==> src/rtl/text_lcd_responder_if.sv <==
// LCD character-bus connection between a writer (master) and the responder (slave).
// Read results come back on rd_data/rd_valid.
interface text_lcd_responder_if;
  logic       lcd_en;
  logic       lcd_rs;
  logic       lcd_rw;
  logic [7:0] lcd_data;
  logic [7:0] rd_data;
  logic       rd_valid;

  modport master (
    output lcd_en, lcd_rs, lcd_rw, lcd_data,
    input  rd_data, rd_valid
  );

  modport slave (
    input  lcd_en, lcd_rs, lcd_rw, lcd_data,
    output rd_data, rd_valid
  );
endinterface

==> src/rtl/text_lcd_responder.sv <==
// HD44780-style 16x2 character controller: decodes bus cycles, holds DDRAM/AC/flags, models busy time.
// Executes 1 cycle after the synchronized en falling edge; writes arriving while busy are dropped (overrun).
module text_lcd_responder #(
  parameter int BUSY_CYCLES  = 40,
  parameter int CLEAR_CYCLES = 1600
) (
  input  logic                       clk,
  input  logic                       resetn,
  text_lcd_responder_if.slave        bus,
  input  logic [4:0]                 mon_addr,
  output logic [7:0]                 mon_char,
  output logic                       busy,
  output logic                       disp_on,
  output logic                       cursor_on,
  output logic                       blink_on,
  output logic                       func_ok,
  output logic                       overrun,
  output logic                       addr_err
);

  localparam int MAXC = (CLEAR_CYCLES > BUSY_CYCLES) ? CLEAR_CYCLES : BUSY_CYCLES;
  localparam int CW   = $clog2(MAXC + 1);
  localparam logic [CW-1:0] BUSY_LD  = CW'(BUSY_CYCLES);
  localparam logic [CW-1:0] CLEAR_LD = CW'(CLEAR_CYCLES);
  localparam logic [CW-1:0] CNT_ONE  = CW'(1);

  typedef enum logic [1:0] {ST_IDLE, ST_CLEAR, ST_BUSY} state_t;

  state_t          state, state_nxt;
  logic [CW-1:0]   cnt, cnt_nxt;
  logic [4:0]      fill_idx, fill_nxt;
  logic [6:0]      ac, ac_nxt;
  logic            id, id_nxt;
  logic            disp_nxt, cursor_nxt, blink_nxt, func_nxt;
  logic [7:0]      rd_data_q, rd_data_nxt;
  logic            rd_valid_nxt, overrun_nxt, addr_err_nxt;
  logic            wr_en;
  logic [4:0]      wr_idx;
  logic [7:0]      wr_dat;
  logic [7:0]      ddram [32];

  logic            en_s1, en_s2, en_d;
  logic            en_fall, exec_q;
  logic            cap_rs, cap_rw;
  logic [7:0]      cap_dat;
  logic [4:0]      ac_idx;

  assign en_fall  = en_d & ~en_s2;
  assign ac_idx   = {ac[6], ac[3:0]};
  assign busy     = (state != ST_IDLE);
  assign bus.rd_data = rd_data_q;

  // Step AC through the two visible 16-char windows (0x00-0x0F, 0x40-0x4F).
  function automatic logic [6:0] ac_step(input logic [6:0] a, input logic inc);
    logic [6:0] r;
    if (inc) begin
      case (a)
        7'h0F:   r = 7'h40;
        7'h4F:   r = 7'h00;
        default: r = a + 7'd1;
      endcase
    end else begin
      case (a)
        7'h00:   r = 7'h4F;
        7'h40:   r = 7'h0F;
        default: r = a - 7'd1;
      endcase
    end
    return r;
  endfunction

  always_ff @(posedge clk or negedge resetn) begin
    if (!resetn) begin
      en_s1   <= 1'b0;
      en_s2   <= 1'b0;
      en_d    <= 1'b0;
      exec_q  <= 1'b0;
      cap_rs  <= 1'b0;
      cap_rw  <= 1'b0;
      cap_dat <= 8'h00;
    end else begin
      en_s1  <= bus.lcd_en;
      en_s2  <= en_s1;
      en_d   <= en_s2;
      // A falling edge seen during the execute cycle is discarded.
      exec_q <= en_fall & ~exec_q;
      if (en_s2) begin
        cap_rs  <= bus.lcd_rs;
        cap_rw  <= bus.lcd_rw;
        cap_dat <= bus.lcd_data;
      end
    end
  end

  always_comb begin
    state_nxt    = state;
    cnt_nxt      = cnt;
    fill_nxt     = fill_idx;
    ac_nxt       = ac;
    id_nxt       = id;
    disp_nxt     = disp_on;
    cursor_nxt   = cursor_on;
    blink_nxt    = blink_on;
    func_nxt     = func_ok;
    rd_data_nxt  = rd_data_q;
    rd_valid_nxt = 1'b0;
    overrun_nxt  = 1'b0;
    addr_err_nxt = 1'b0;
    wr_en        = 1'b0;
    wr_idx       = ac_idx;
    wr_dat       = cap_dat;

    if (busy) cnt_nxt = cnt - CNT_ONE;

    case (state)
      ST_CLEAR: begin
        wr_en    = 1'b1;
        wr_idx   = fill_idx;
        wr_dat   = 8'h20;
        fill_nxt = fill_idx + 5'd1;
        if (fill_idx == 5'd31) begin
          ac_nxt    = 7'h00;
          id_nxt    = 1'b1;
          state_nxt = (cnt == CNT_ONE) ? ST_IDLE : ST_BUSY;
        end
      end
      ST_BUSY: begin
        if (cnt == CNT_ONE) state_nxt = ST_IDLE;
      end
      default: ;
    endcase

    if (exec_q) begin
      if (cap_rw) begin
        rd_valid_nxt = 1'b1;
        if (!cap_rs) begin
          rd_data_nxt = {busy, ac};
        end else if (busy) begin
          rd_data_nxt = 8'hFF;
        end else begin
          rd_data_nxt = ddram[ac_idx];
          ac_nxt      = ac_step(ac, id);
        end
      end else if (busy) begin
        overrun_nxt = 1'b1;
      end else if (cap_rs) begin
        state_nxt = ST_BUSY;
        cnt_nxt   = BUSY_LD;
        wr_en     = 1'b1;
        wr_idx    = ac_idx;
        wr_dat    = cap_dat;
        ac_nxt    = ac_step(ac, id);
      end else begin
        state_nxt = ST_BUSY;
        cnt_nxt   = BUSY_LD;
        casez (cap_dat)
          8'b1???????: begin
            if (cap_dat[5:4] == 2'b00) ac_nxt = cap_dat[6:0];
            else                       addr_err_nxt = 1'b1;
          end
          8'b01??????: ;
          8'b001?????: begin
            if (cap_dat[4] && cap_dat[3]) func_nxt = 1'b1;
          end
          8'b0001????: begin
            if (!cap_dat[3]) ac_nxt = ac_step(ac, cap_dat[2]);
          end
          8'b00001???: begin
            disp_nxt   = cap_dat[2];
            cursor_nxt = cap_dat[1];
            blink_nxt  = cap_dat[0];
          end
          8'b000001??: id_nxt = cap_dat[1];
          8'b0000001?: ac_nxt = 7'h00;
          8'b00000001: begin
            state_nxt = ST_CLEAR;
            cnt_nxt   = CLEAR_LD;
            fill_nxt  = 5'd0;
          end
          default: begin
            // 0x00 is not a defined instruction: leave everything idle.
            state_nxt = state;
            cnt_nxt   = cnt;
          end
        endcase
      end
    end
  end

  always_ff @(posedge clk or negedge resetn) begin
    if (!resetn) begin
      state        <= ST_IDLE;
      cnt          <= '0;
      fill_idx     <= 5'd0;
      ac           <= 7'h00;
      id           <= 1'b1;
      disp_on      <= 1'b0;
      cursor_on    <= 1'b0;
      blink_on     <= 1'b0;
      func_ok      <= 1'b0;
      rd_data_q    <= 8'h00;
      bus.rd_valid <= 1'b0;
      overrun      <= 1'b0;
      addr_err     <= 1'b0;
    end else begin
      state        <= state_nxt;
      cnt          <= cnt_nxt;
      fill_idx     <= fill_nxt;
      ac           <= ac_nxt;
      id           <= id_nxt;
      disp_on      <= disp_nxt;
      cursor_on    <= cursor_nxt;
      blink_on     <= blink_nxt;
      func_ok      <= func_nxt;
      rd_data_q    <= rd_data_nxt;
      bus.rd_valid <= rd_valid_nxt;
      overrun      <= overrun_nxt;
      addr_err     <= addr_err_nxt;
    end
  end

  always_ff @(posedge clk or negedge resetn) begin
    if (!resetn) begin
      for (int i = 0; i < 32; i++) ddram[i] <= 8'h20;
      mon_char <= 8'h20;
    end else begin
      if (wr_en) ddram[wr_idx] <= wr_dat;
      mon_char <= ddram[mon_addr];
    end
  end

endmodule

==> src/flat_wrapper.sv <==
// flat-port wrapper written by rule: the top's interface ports become plain ports
module text_lcd_responder_flat 
#(
  parameter int BUSY_CYCLES  = 40,
  parameter int CLEAR_CYCLES = 1600
)
  (clk, resetn, mon_addr, mon_char, busy, disp_on, cursor_on, blink_on, func_ok, overrun, addr_err, bus_lcd_en, bus_lcd_rs, bus_lcd_rw, bus_lcd_data, bus_rd_data, bus_rd_valid);
  text_lcd_responder_if bus_i ();
  input  logic clk;
  input  logic resetn;
  input  logic [4:0] mon_addr;
  output logic [7:0] mon_char;
  output logic busy;
  output logic disp_on;
  output logic cursor_on;
  output logic blink_on;
  output logic func_ok;
  output logic overrun;
  output logic addr_err;
  input wire logic [$bits(bus_i.lcd_en)-1:0] bus_lcd_en;
  input wire logic [$bits(bus_i.lcd_rs)-1:0] bus_lcd_rs;
  input wire logic [$bits(bus_i.lcd_rw)-1:0] bus_lcd_rw;
  input wire logic [$bits(bus_i.lcd_data)-1:0] bus_lcd_data;
  output wire logic [$bits(bus_i.rd_data)-1:0] bus_rd_data;
  output wire logic [$bits(bus_i.rd_valid)-1:0] bus_rd_valid;
  assign bus_i.lcd_en = bus_lcd_en;
  assign bus_i.lcd_rs = bus_lcd_rs;
  assign bus_i.lcd_rw = bus_lcd_rw;
  assign bus_i.lcd_data = bus_lcd_data;
  assign bus_rd_data = bus_i.rd_data;
  assign bus_rd_valid = bus_i.rd_valid;
  text_lcd_responder #(.BUSY_CYCLES(BUSY_CYCLES), .CLEAR_CYCLES(CLEAR_CYCLES)) u_core (.clk(clk), .resetn(resetn), .bus(bus_i), .mon_addr(mon_addr), .mon_char(mon_char), .busy(busy), .disp_on(disp_on), .cursor_on(cursor_on), .blink_on(blink_on), .func_ok(func_ok), .overrun(overrun), .addr_err(addr_err));
endmodule
==> config.mk <==
export PLATFORM = sky130hd
export DESIGN_NAME = text_lcd_responder_flat
export DESIGN_NICKNAME = d
export VERILOG_FILES = /design/src/rtl/text_lcd_responder_if.sv /design/src/rtl/text_lcd_responder.sv /design/src/flat_wrapper.sv
export SDC_FILE = /design/constraint.sdc
export NUM_CORES = 1
export LEC_CHECK = 0
export CAP_MARGIN = 30
export CORE_MARGIN = 2
export CORE_UTILIZATION = 45
export CTS_CLUSTER_SIZE = 25
export DETAILED_ROUTE_END_ITERATION = 8
export GPL_ROUTABILITY_DRIVEN = 0
export GPL_TIMING_DRIVEN = 0
export PLACE_DENSITY_LB_ADDON = 0.12
export SYNTH_ARGS = -nofsm -noshare
export SYNTH_HDL_FRONTEND = slang
export SYNTH_SLANG_ARGS = --single-unit
==> constraint.sdc <==
create_clock -name clk -period 3 [get_ports clk]
set_input_delay 0.6 -clock clk [delete_from_list [all_inputs] [get_ports clk]]
set_output_delay 0.6 -clock clk [all_outputs]
set_load 0.05 [all_outputs]
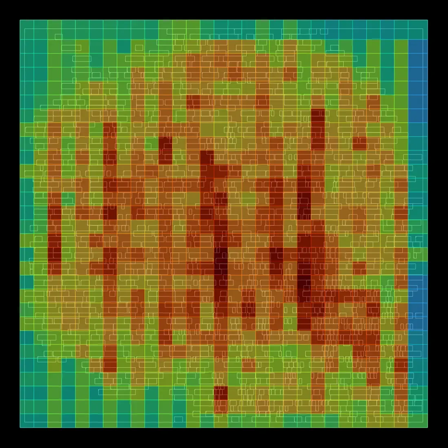
congestion_map.png
Total Routing Usage GR: 0.293
met2 usage: 0.430
M1 GR Usage: 0.416

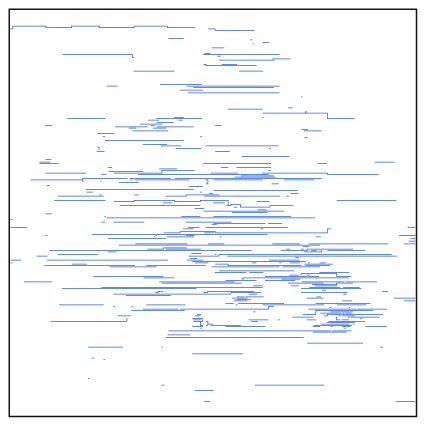
m3.png
Drawn at 2 px/um.
The wires run mostly horizontal. The layer carries 5,290 um of wire. The longest straight run is 104 um. The layer holds 9.0% of the routed length. 200 nets have wire on it.
Vias: 12,524
GR Util met3: 0.0798

==> changes_impl.md <==
### Physical design

* Status: finished with violations
* Failing checks: setup timing
* Sequential cell area share at 0.397
* Final instance area at 20,200 um2
* Max-area cell class: logic gates
* Cts bufs inserted at 38
* # clock sinks at 319
* Crit path buf inv count at 2
* Worst R2R Start: u_core.state[0]$_DFFE_PN0P_
* Simple Share, Synth at 0.0729
* Initial antenna violation count at 0
* Crit path time final at 3000 ps
* Avg WL per Cell at 30.2 um
* Post-synth EDFFs at 0
* Die width at 203 um
* Worst path cell trace: clkbuf_1 > buf_1 > mux4_2 > mux4_2 > mux2_2
* Via density at 6.40
* Synth Warn # at 0
* Area share of fa/ha/maj cells after synthesis at 0.00773
* First-pass GRT wire length at 87,000 um
* RSZ-0062 raised after global routing: no
* # rows at 72
* Worst setup SP type: primary input
* Slowest-stage cell, CP: buf_1
* Register-to-Register Setup Slack at 80 ps
* Initial drt markers at 1,215
* Die height at 203 um
* Final Util at 0.520
* Final hold vios at 0
* Routed wl met2 at 26,000 um
* Max Clock Freq at 333 MHz
* IO buf count at 36
* Worst Setup End Kind: flop
* Area growth syn-to-layout at 13.5%
* Relative max-transition margin at 0.314
* Async S/R FF share, synth at 1.00
* Worst Slack Setup Final at -4.68 ps
* Core area at 38,800 um2
* Largest net degree at the start of global routing at 118
* Worst Max-Slew Pin Slew at 1030 ps
* Total power at 0.0152 W
* Int Pwr at 0.00963 W
* I/O Pins at 42
* FF/Latch Area at 8030 um2
* FILL cells at 3,349
* Dominant kind of combinational cell: multiplexers
* Latency at later pin at 570 ps
* Clk buf depth at 3
* M1 WL at 25,700 um
* Regs by FF count: u_core.ddram x256, u_core.cnt x11
* Global route hottest layer: met2
* Logic gate share of total power at 0.342
* Registers, synthesis at 319
* Crit share post-route at 1.00
* Syn_nets at 1,356
* Crit path DRT at 3420 ps
* N_taps at 518
* Detailed Place HPWL at 42,200 um
* Max incr delay on CP at 830 ps
* XOR/XNOR share of the synthesized area at 0.00541
* Setup bufs post-CTS at 0
* Layout cell share with drive strength beyond 1 at 0.424
* Post-synthesis cell count at 1,327
* Fp_density at 0.459
* Metal3 WL at 5290 um
* Library cells used by synthesis at 74
* Mux share at 0.365
* Depth of the worst register-to-register path at 10
* Largest type area fraction at 0.401
* CP top delay family: buffers and inverters
* # DRC at 0
* Switching pwr at 0.00560 W
* Tool warnings at 37
* Final setup violation count at 1
* ClkCell Share at 0.0608
* Avg Cell Area, Syn at 13.4 um2
* Most frequent cells in the layout: 288 x mux2_2, 285 x dfrtp_1, 123 x mux4_2, 57 x clkbuf_1, 51 x nand2_1
* Count of final max-slew check failures at 0
* Hold crit path type: in2async
* CLK BUF at 56
* Crit path arrival time at 3430 ps
* Drt pass-1 iters at 8
* Vias in the first global route at 12,608
* Yosys cell count at 1,327
* CTS Root Cell: clkbuf_16
* Commonest flop: dfrtp_1
* Htree depth at 2
* Multi-In Gates at 876
* Placed Area at 19,000 um2
* ANT cells at 2
* Reg2reg end: u_core.ddram[51]$_DFFE_PN0P_
* TNS Setup at -4.68 ps
* Placed cell count at 1,890
* Setup Slack @ Placement at -543 ps
* Clock network fraction of total power at 0.303
* Most used cell along the critical path: mux4_2
* Area leader, netlist: dfrtp_1
* Final ANT Viol Nets at 0
* CTS clk-pin slew, worst paths at 60 ps
* Leak at 8.94 nW
* Total wire length at 59,100 um
* Max FFs per register at 256
* Peak supply drop at 0.486 mV
* Inverters at 19
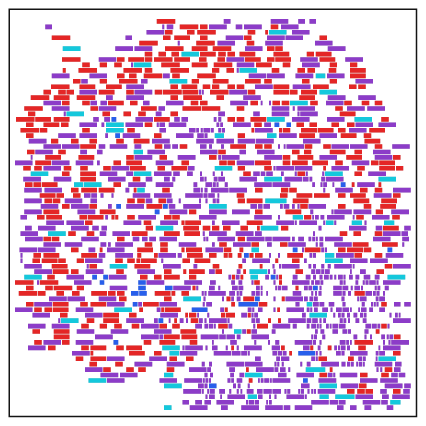
sizing.png
Drawn at 2 px/um.
Blue is x3 and x4, cells 30, share 2.1%. Red is x2, cells 517, share 36%. Purple is x1 and smaller, cells 828, share 58%. Cyan is x6 and larger, cells 63, share 4.4%.

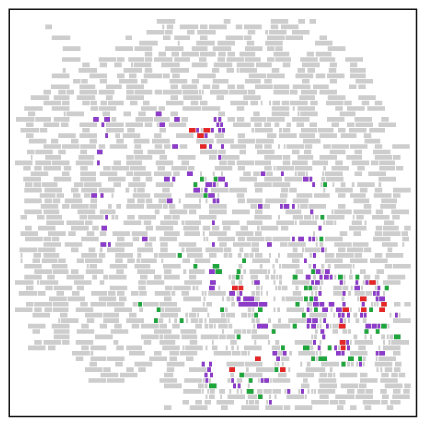
gates.png
Drawn at 2 px/um.
Green is and/or cells, cells 55. Purple is aoi and oai cells, cells 148. Red is non-inverting ao/oa cells, cells 18.
filler-free cell count of the finished design: 1,958
most numerous logic cell after layout: mux2_2
Comb/total area: 0.454

[synth_stat cells, drive strengths merged, types with 3 or more instances]
cell / instances
nand2: 65
a222oi: 4
o311ai: 3
or4b: 4
a211oi: 3
or4: 6
nor3b: 3
nor3: 6
nor4b: 5
a221oi: 16
mux4: 123
nor4: 6
xnor2: 6
o211ai: 7
clkbuf: 54
xor2: 5
o22ai: 4
nor2: 47
a21oi: 44
o41ai: 3
a221o: 6
ha: 11
dfrtp: 285
nor2b: 6
buf: 59
and2: 19
o21ai: 45
a211o: 5
or3: 5
and3: 12
inv: 19
a22oi: 4
nand2b: 10
nand4: 10
nand3: 15
mux2i: 46
dfstp: 34
mux2: 288
o2111ai: 3
a311oi: 3
or2: 5
[power by group through the flow]
stage / Clock [W] / Combinational [W] / Sequential, W
floorplan: 0 / 0.00313 / 0.00552
global placement: 0 / 0.00499 / 0.00545
detailed placement: 0 / 0.00506 / 0.00547
CTS: 0.00469 / 0.00508 / 0.00540
global route: 0.00487 / 0.00547 / 0.00548
finish: 0.00462 / 0.00520 / 0.00541
[worst max path at each step]
stage	slack (ps)	cells after the start	from	to
floorplan	590	5	mon_addr[1]	u_core.mon_char[1]$_DFF_PN0_
global placement	-13020	1	resetn	u_core.ddram[230]$_DFFE_PN0P_
detailed placement	-540	5	mon_addr[1]	u_core.mon_char[2]$_DFF_PN0_
CTS	2	5	u_core.state[0]$_DFFE_PN0P_	busy
global route	20	9	u_core.ac[0]$_DFF_PN0_	u_core.ac[4]$_DFF_PN0_
finish	-5	5	mon_addr[1]	u_core.mon_char[2]$_DFF_PN0_
[cells by family after synthesis]
family                     after synthesis
muxes                                  457
AOI/OAI and AO/OA                      166
xor gates and xnor gates                11
DFF                                    319
buffers and inverters                  132
and+or+nand+nor                        231
adders and majority gates               11
No activity file was given, so power comes from the tool's default toggle rates.
